[config.mk]
export PLATFORM = sky130hd
export DESIGN_NAME = adsr_ctrl
export DESIGN_NICKNAME = d
export VERILOG_FILES = /design/src/rtl/adsr_pkg.sv /design/src/rtl/adsr_ctrl.sv
export SDC_FILE = /design/constraint.sdc
export NUM_CORES = 1
export LEC_CHECK = 0
export CELL_PAD_IN_SITES_DETAIL_PLACEMENT = 0
export CELL_PAD_IN_SITES_GLOBAL_PLACEMENT = 1
export CORE_ASPECT_RATIO = 1.25
export CORE_UTILIZATION = 44
export CTS_CLUSTER_SIZE = 10
export DETAILED_ROUTE_END_ITERATION = 8
export DONT_BUFFER_PORTS = 1
export PLACE_DENSITY_LB_ADDON = 0.12
export SLEW_MARGIN = 30
export SYNTH_ARGS = -nofsm -noshare
export SYNTH_HDL_FRONTEND = slang
export SYNTH_SLANG_ARGS = --single-unit
[constraint.sdc]
create_clock -name clk -period 4.8 [get_ports clk]
set_input_delay 0.96 -clock clk [delete_from_list [all_inputs] [get_ports clk]]
set_output_delay 0.96 -clock clk [all_outputs]
set_load 0.005 [all_outputs]
[src/rtl/adsr_pkg.sv]
// Shared types and constants for the ADSR envelope sequencer.
// Envelope levels are Q2.14 (env) over a 32-bit accumulator (acc).
package adsr_pkg;

  typedef enum logic [2:0] {IDLE, ATTACK, DECAY, SUSTAIN, RELEASE} adsr_state_t;

  localparam logic [15:0] ENV_MAX = 16'h4000;
  localparam logic [31:0] ACC_MAX = 32'h4000_0000;

endpackage

[src/rtl/adsr_ctrl.sv]
// Attack/decay/sustain/release envelope sequencer; steps once per step_en tick.
// Optional build macro ADSR_HARD_RETRIG_EN: a retrigger rise clears acc before ATTACK.
//
// state   | meaning
// IDLE    | no note, acc held at 0
// ATTACK  | ramp up by attack_step per tick until full scale
// DECAY   | ramp down by decay_step per tick until sustain level
// SUSTAIN | acc follows live sustain level
// RELEASE | ramp down by release_step per tick until 0, then pulse done
module adsr_ctrl
  import adsr_pkg::*;
(
  input  logic        clk,
  input  logic        reset,
  input  logic        step_en,
  input  logic        gate,
  input  logic [31:0] attack_step,
  input  logic [31:0] decay_step,
  input  logic [15:0] sustain_lvl,
  input  logic [31:0] release_step,
  output logic [15:0] env,
  output logic        busy,
  output logic        done
);

  adsr_state_t state, state_nxt;
  logic [31:0] acc, acc_nxt;
  logic        gate_d;
  logic        done_nxt;
  logic        rise, fall;
  logic [31:0] sus_acc;
  logic [32:0] att_sum;
  logic [32:0] dec_diff;

  assign rise     = gate & ~gate_d;
  assign fall     = ~gate & gate_d;
  assign sus_acc  = (sustain_lvl > ENV_MAX) ? {ENV_MAX, 16'h0000} : {sustain_lvl, 16'h0000};
  assign att_sum  = {1'b0, acc} + {1'b0, attack_step};
  // Bit 32 of the difference is the borrow, which counts as "at or below sustain".
  assign dec_diff = {1'b0, acc} - {1'b0, decay_step};

  always_comb begin
    state_nxt = state;
    acc_nxt   = acc;
    done_nxt  = 1'b0;
    if (rise) begin
      state_nxt = ATTACK;
`ifdef ADSR_HARD_RETRIG_EN
      acc_nxt = '0;
`endif
    end else if (fall) begin
      if (state == ATTACK || state == DECAY || state == SUSTAIN)
        state_nxt = RELEASE;
    end else if (step_en) begin
      case (state)
        IDLE: acc_nxt = '0;
        ATTACK: begin
          if (attack_step == '0 || att_sum >= {1'b0, ACC_MAX}) begin
            acc_nxt   = ACC_MAX;
            state_nxt = DECAY;
          end else begin
            acc_nxt = att_sum[31:0];
          end
        end
        DECAY: begin
          if (decay_step == '0 || dec_diff[32] || dec_diff[31:0] <= sus_acc) begin
            acc_nxt   = sus_acc;
            state_nxt = SUSTAIN;
          end else begin
            acc_nxt = dec_diff[31:0];
          end
        end
        SUSTAIN: acc_nxt = sus_acc;
        RELEASE: begin
          if (release_step == '0 || acc <= release_step) begin
            acc_nxt   = '0;
            state_nxt = IDLE;
            done_nxt  = 1'b1;
          end else begin
            acc_nxt = acc - release_step;
          end
        end
        default: begin
          acc_nxt   = '0;
          state_nxt = IDLE;
        end
      endcase
    end
  end

  // Outputs are registered from the next-state values so env, busy and done
  // move on the same edge as the accumulator and state.
  always_ff @(posedge clk or posedge reset) begin
    if (reset) begin
      state  <= IDLE;
      acc    <= '0;
      gate_d <= 1'b0;
      env    <= '0;
      busy   <= 1'b0;
      done   <= 1'b0;
    end else begin
      state  <= state_nxt;
      acc    <= acc_nxt;
      gate_d <= gate;
      env    <= acc_nxt[31:16];
      busy   <= (state_nxt != IDLE);
      done   <= done_nxt;
    end
  end

endmodule
### Wiring heat map

The die is cut into 25 by 31 equal tiles; dark blue is low, red is high, scaled to the fullest tile. Values are wire area over tile area, all layers added.
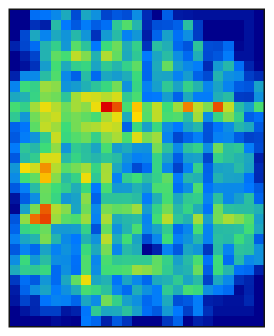
fullest tile: 0.78
nearly empty tiles: 5.8%
densest ninth of the die: middle left
via count: 9,296
routed length per placed instance: 21.3 microns
Final Routed Wirelength: 32.0 mm

### Cells coloured by class

Fill, decap, tap and diode cells in grey.
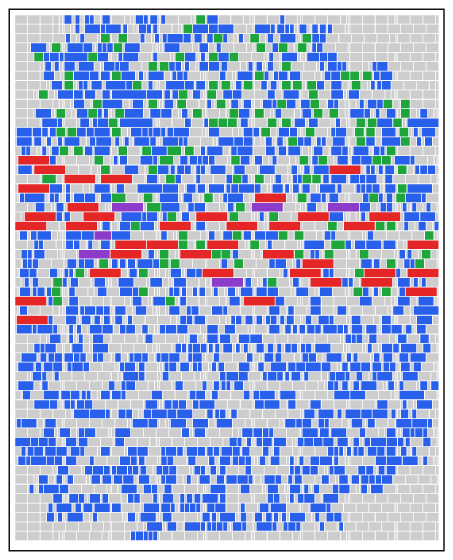
[flops] red | cells: 38
[clock drivers and dummy loads] purple | cells: 6
[all other logic] blue | cells: 1,079
[other buffers and delay cells] green | cells: 148
Core Util, Final: 53.0%
area of the core region: 0.0187 sq mm
final standard cell area without fillers: 0.00992 sq mm
Rows: 56

==> run summary <==
The run has ended; figures from its reports follow.

STA classifies the critical path startpoint as an input pin. The synthesis report names the predominant flop master as sky130_fd_sc_hd__dfrtp_1. The synthesized area is roughly 0.0084 sq mm. Signal routing reaches up to met4. The relative slew slack came out at between 50% and 60%. Per the post-route antenna check, the number of violating nets is 0. The sum of net half-perimeters after detailed placement is around 27 mm. The chip width came out at 126 microns.

The initial antenna violation count came out at 0. The final weighted congestion recorded by global placement is between 0.9 and 1. Including well taps, the total number of placed cells is ~1,500. The number of antenna diodes in the final layout is 0. In the layout the commonest cells are 142 x sky130_fd_sc_hd__buf_4, 115 x sky130_fd_sc_hd__nand2_1, 112 x sky130_fd_sc_hd__ha_1.

The total of max-cap violations is 0. The worst reg2reg path depth came out at 21. The proportion of register bits with asynchronous set or reset after synthesis came out at 100%.

The final tally of setup violations is 34. The script logs the ratio of routed vias to standard cells as 6.18. The mean cell area of the mapped netlist came out at ~7.2 sq um. The area fraction in mux cells came out at less than 1%. The met2 layer wire length in the routed design is roughly 16 mm. The data required time of the worst path came out at 4.97 ns. The TritonCTS clock tree is done.

The launch point of the worst reg-to-reg path is acc[6]. The initial utilization of the core area, before any placement, comes to between 40% and 50%. The total congestion overflow came out at 0. The checks that failed: DRC, setup timing. Per the CTS log, the root buffer master is sky130_fd_sc_hd__clkbuf_16. The run finished, with violations left. Per the OpenROAD floorplan log, the area of the die is 0.0196 sq mm. For reference, the top logic cell family by area is AND-OR/OR-AND gates.

The largest net degree at the start of global routing came out at 39. Setup repair after global routing could not meet its margin everywhere. Of the cells placed in the final design, the portion with a size suffix greater than 1 is between 10% and 20%.

The synthesis-to-finish area growth is 18.2%. Summed over all routing layers, the global router reports a total usage of about a third. Per the final timing report, the hold violations number 0.

The clock latency on the worst-skew pair is about 0.29 ns. CTS added clock buffers totalling 5. The fraction of the mapped netlist area in simple logic gates is around 21%.

The worst path uses 108% of the clock period. The number of distinct library cells after synthesis came out at roughly 78. Timing would allow up to slightly below 0.2 GHz. The number of nets produced by synthesis is 1,406.

After layout, the setup clock skew is reported as approximately 0.0044 ns. Detailed-route iteration 0 reported a violation count of 558. After technology mapping, the gate count stands at roughly 1,200.

Sorting the synthesized cells by area gives the leading types as sky130_fd_sc_hd__ha_1 17%, sky130_fd_sc_hd__dfrtp_1 11%, sky130_fd_sc_hd__a21oi_1 6.7%, sky130_fd_sc_hd__nand2_1 5.2%, sky130_fd_sc_hd__o21ai_0 4.8%. The minimum period implied by the final worst setup slack is 5.19 ns. The first global-routing pass estimated around 48 mm of wire. STA puts the critical path data arrival time at 5.36 ns. The min-delay analysis places its worst path in the category flip-flop to flip-flop.

The number of buffers on the longest clock path is 2. In the synthesized netlist, the cells that appear most often are 117 x sky130_fd_sc_hd__nand2_1, 114 x sky130_fd_sc_hd__ha_1, 113 x sky130_fd_sc_hd__a21oi_1. The final hold slack came out at 0.526 ns. The number of synthesized flops with an enable pin came out at 0. Leaving out filler cells and counting taps, the final layout contains 1,503. The height of the die came out at roughly 160 microns. The setup slack after layout is -0.387 ns. The total number of nets in the final design came out at between 1,500 and 2,000. The type of destination of the critical path is a flip-flop.

The analysis attributes to cell leakage a power of 4.90 nW. The measured slew at the worst slew-check pin is approximately 0.7 ns. The length of routed met3 wiring is ~2 mm. The first detailed-routing pass took 7 iterations. The area figure in the yosys stat output is roughly 0.0084 sq mm.

The yosys stat cell total came out at ~1,200. The pre-CTS setup slack came out at -0.740 ns. The number of storage elements in the synthesis netlist is 38. The routed length on met1 is ~13 mm. The fraction of the mapped netlist area in adder cells came out at between 10% and 20%. The maximum net fanout on the critical path is 8. In this run the VDD rail shows a maximum IR drop of around 190 uV. Per the CTS log, the maximum H-tree level is 2.

The end point of the critical path is acc[21]. The script computed a power per unit cell area of approximately 260 mW/mm^2. For the worst reg-to-reg path, the endpoint reported by OpenROAD is acc[21]. The number of global-route vias before repair is about 9,000. The CTS sink count is 38.

The most frequent standard cell in the layout excluding fill and tap cells is sky130_fd_sc_hd__buf_4. The DRC violations left came out at 9. The internal reg-to-reg setup slack came out at -0.19 ns. The critical setup path kind is input pin to flip-flop.

The synthesized netlist devotes 33.9% of its cell area to compound gates. The area share of the largest cell type after synthesis came out at around 17%. The register area share after synthesis is a little under an eighth. The yosys warning tally came out at 0.

The most common cell in the netlist is sky130_fd_sc_hd__nand2_1. The share of the synthesized netlist area taken by xor and xnor gates came out at under 10%. For reference, the critical path is launched at decay_step[6]. The OpenROAD warning count is 30.

The final max-slew violation count recorded for this run is 0. The synthesized design spends more area on one cell type than any other, namely sky130_fd_sc_hd__ha_1. Clock-pin slew was measured on the worst setup and hold paths at ~0.060 ns.
### Wires at chosen ports, followed through buffers

The bar under the picture is 50 microns long.
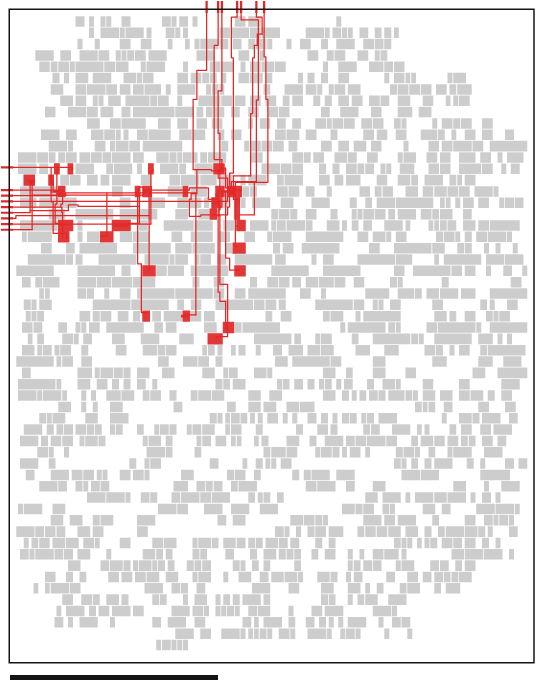
[`sustain_lvl`] red | bits: 16 | direction: input | edge: 9 left, 7 top | end cells: 32 | wire: 1,020 microns
number of buffers added on ports: 0
count of pins on the block boundary: 134

==> final cells by class <==
class	count	area, sq um
Sequential cell	38	951
Fill cell	1912	8790
Clock buffer	6	139
Tap cell	232	290
Inverter	99	379
Multi-Input combinational cell	980	7030
Timing Repair Buffer	148	1130
==> flip-flops by register name, indices dropped and copies added (netlist names) <==
name / cells
done: 1
acc: 32
busy: 1
state: 3
gate_d: 1
==> worst min-delay path by stage <==
stage / startpoint / end / slack, ns / cells after the start
2_1_floorplan: acc[0] / acc[0] / 0.48 / 2
3_3_place_gp: acc[0] / acc[0] / 0.50 / 2
3_5_place_dp: acc[0] / acc[0] / 0.51 / 2
4_1_cts: acc[0] / acc[0] / 0.53 / 2
5_1_grt: acc[0] / acc[0] / 0.57 / 2
6_report: acc[0] / acc[0] / 0.53 / 2
==> worst max-delay path, stage by stage <==
cell and delay (ns):
sky130_fd_sc_hd__inv_8 0.01, sky130_fd_sc_hd__ha_4 0.20, sky130_fd_sc_hd__a2111o_1 0.42, sky130_fd_sc_hd__o211ai_1 0.33
sky130_fd_sc_hd__o21ai_2 0.12, sky130_fd_sc_hd__a21o_1 0.25, sky130_fd_sc_hd__o41ai_4 0.29, sky130_fd_sc_hd__buf_4 0.17
sky130_fd_sc_hd__buf_4 0.10, sky130_fd_sc_hd__o21bai_4 0.05, sky130_fd_sc_hd__xor2_1 0.16, sky130_fd_sc_hd__ha_1 0.30
sky130_fd_sc_hd__nand4_1 0.11, sky130_fd_sc_hd__nor2_2 0.17, sky130_fd_sc_hd__nand4b_1 0.11, sky130_fd_sc_hd__nor3_1 0.20
sky130_fd_sc_hd__o211ai_1 0.13, sky130_fd_sc_hd__nor4_2 0.37, sky130_fd_sc_hd__a21oi_2 0.16, sky130_fd_sc_hd__and2_4 0.23
sky130_fd_sc_hd__a22o_1 0.23, sky130_fd_sc_hd__a221o_1 0.29
==> metal layers <==
layer,vias to the layer above,track usage (%)
met4,0,15.2
met2,326,57.5
li1,4574,-
met3,89,5.44
met5,-,0
met1,4307,36.6
==> where the power goes <==
| part | switching [mW] | total (mW) | internal [mW] |
|---|---|---|---|
| clock network | 0.132 | 0.333 | 0.201 |
| logic | 1.03 | 1.79 | 0.761 |
| registers | 0.0662 | 0.427 | 0.361 |
==> logic make-up after synthesis <==
kind of cell    count (synthesis)
mux                             4
buf+inv                       156
other cells                     1
flops                          38
xor+xnor                       75
compound gates                429
fa+ha+maj                     117
simple gates                  353
==> what timing repair did <==
action                                  4_1_cts  5_1_grt
endpoints found under the hold margin         0        0
hold buffers                                  0        0
pin swaps                                     5       23
endpoints found under the setup margin       34       34
setup buffers                                 6        6
cloned                                        0        1
resized                                      11       45
==> metrics by stage <==
| step | setup TNS [ns] | total power [mW] | area, sq um |
|---|---|---|---|
| after floorplan | -6.88 | 1.53 | 8450 |
| after global placement | -18.15 | 2.12 | 9460 |
| after detailed placement | -21.55 | 2.12 | 9460 |
| after CTS | -4.18 | 2.48 | 9690 |
| after global routing | -16.17 | 2.73 | 9920 |
| final | -9.16 | 2.55 | 9920 |
Power figures rest on the tool's default switching activity, not on a simulated workload.
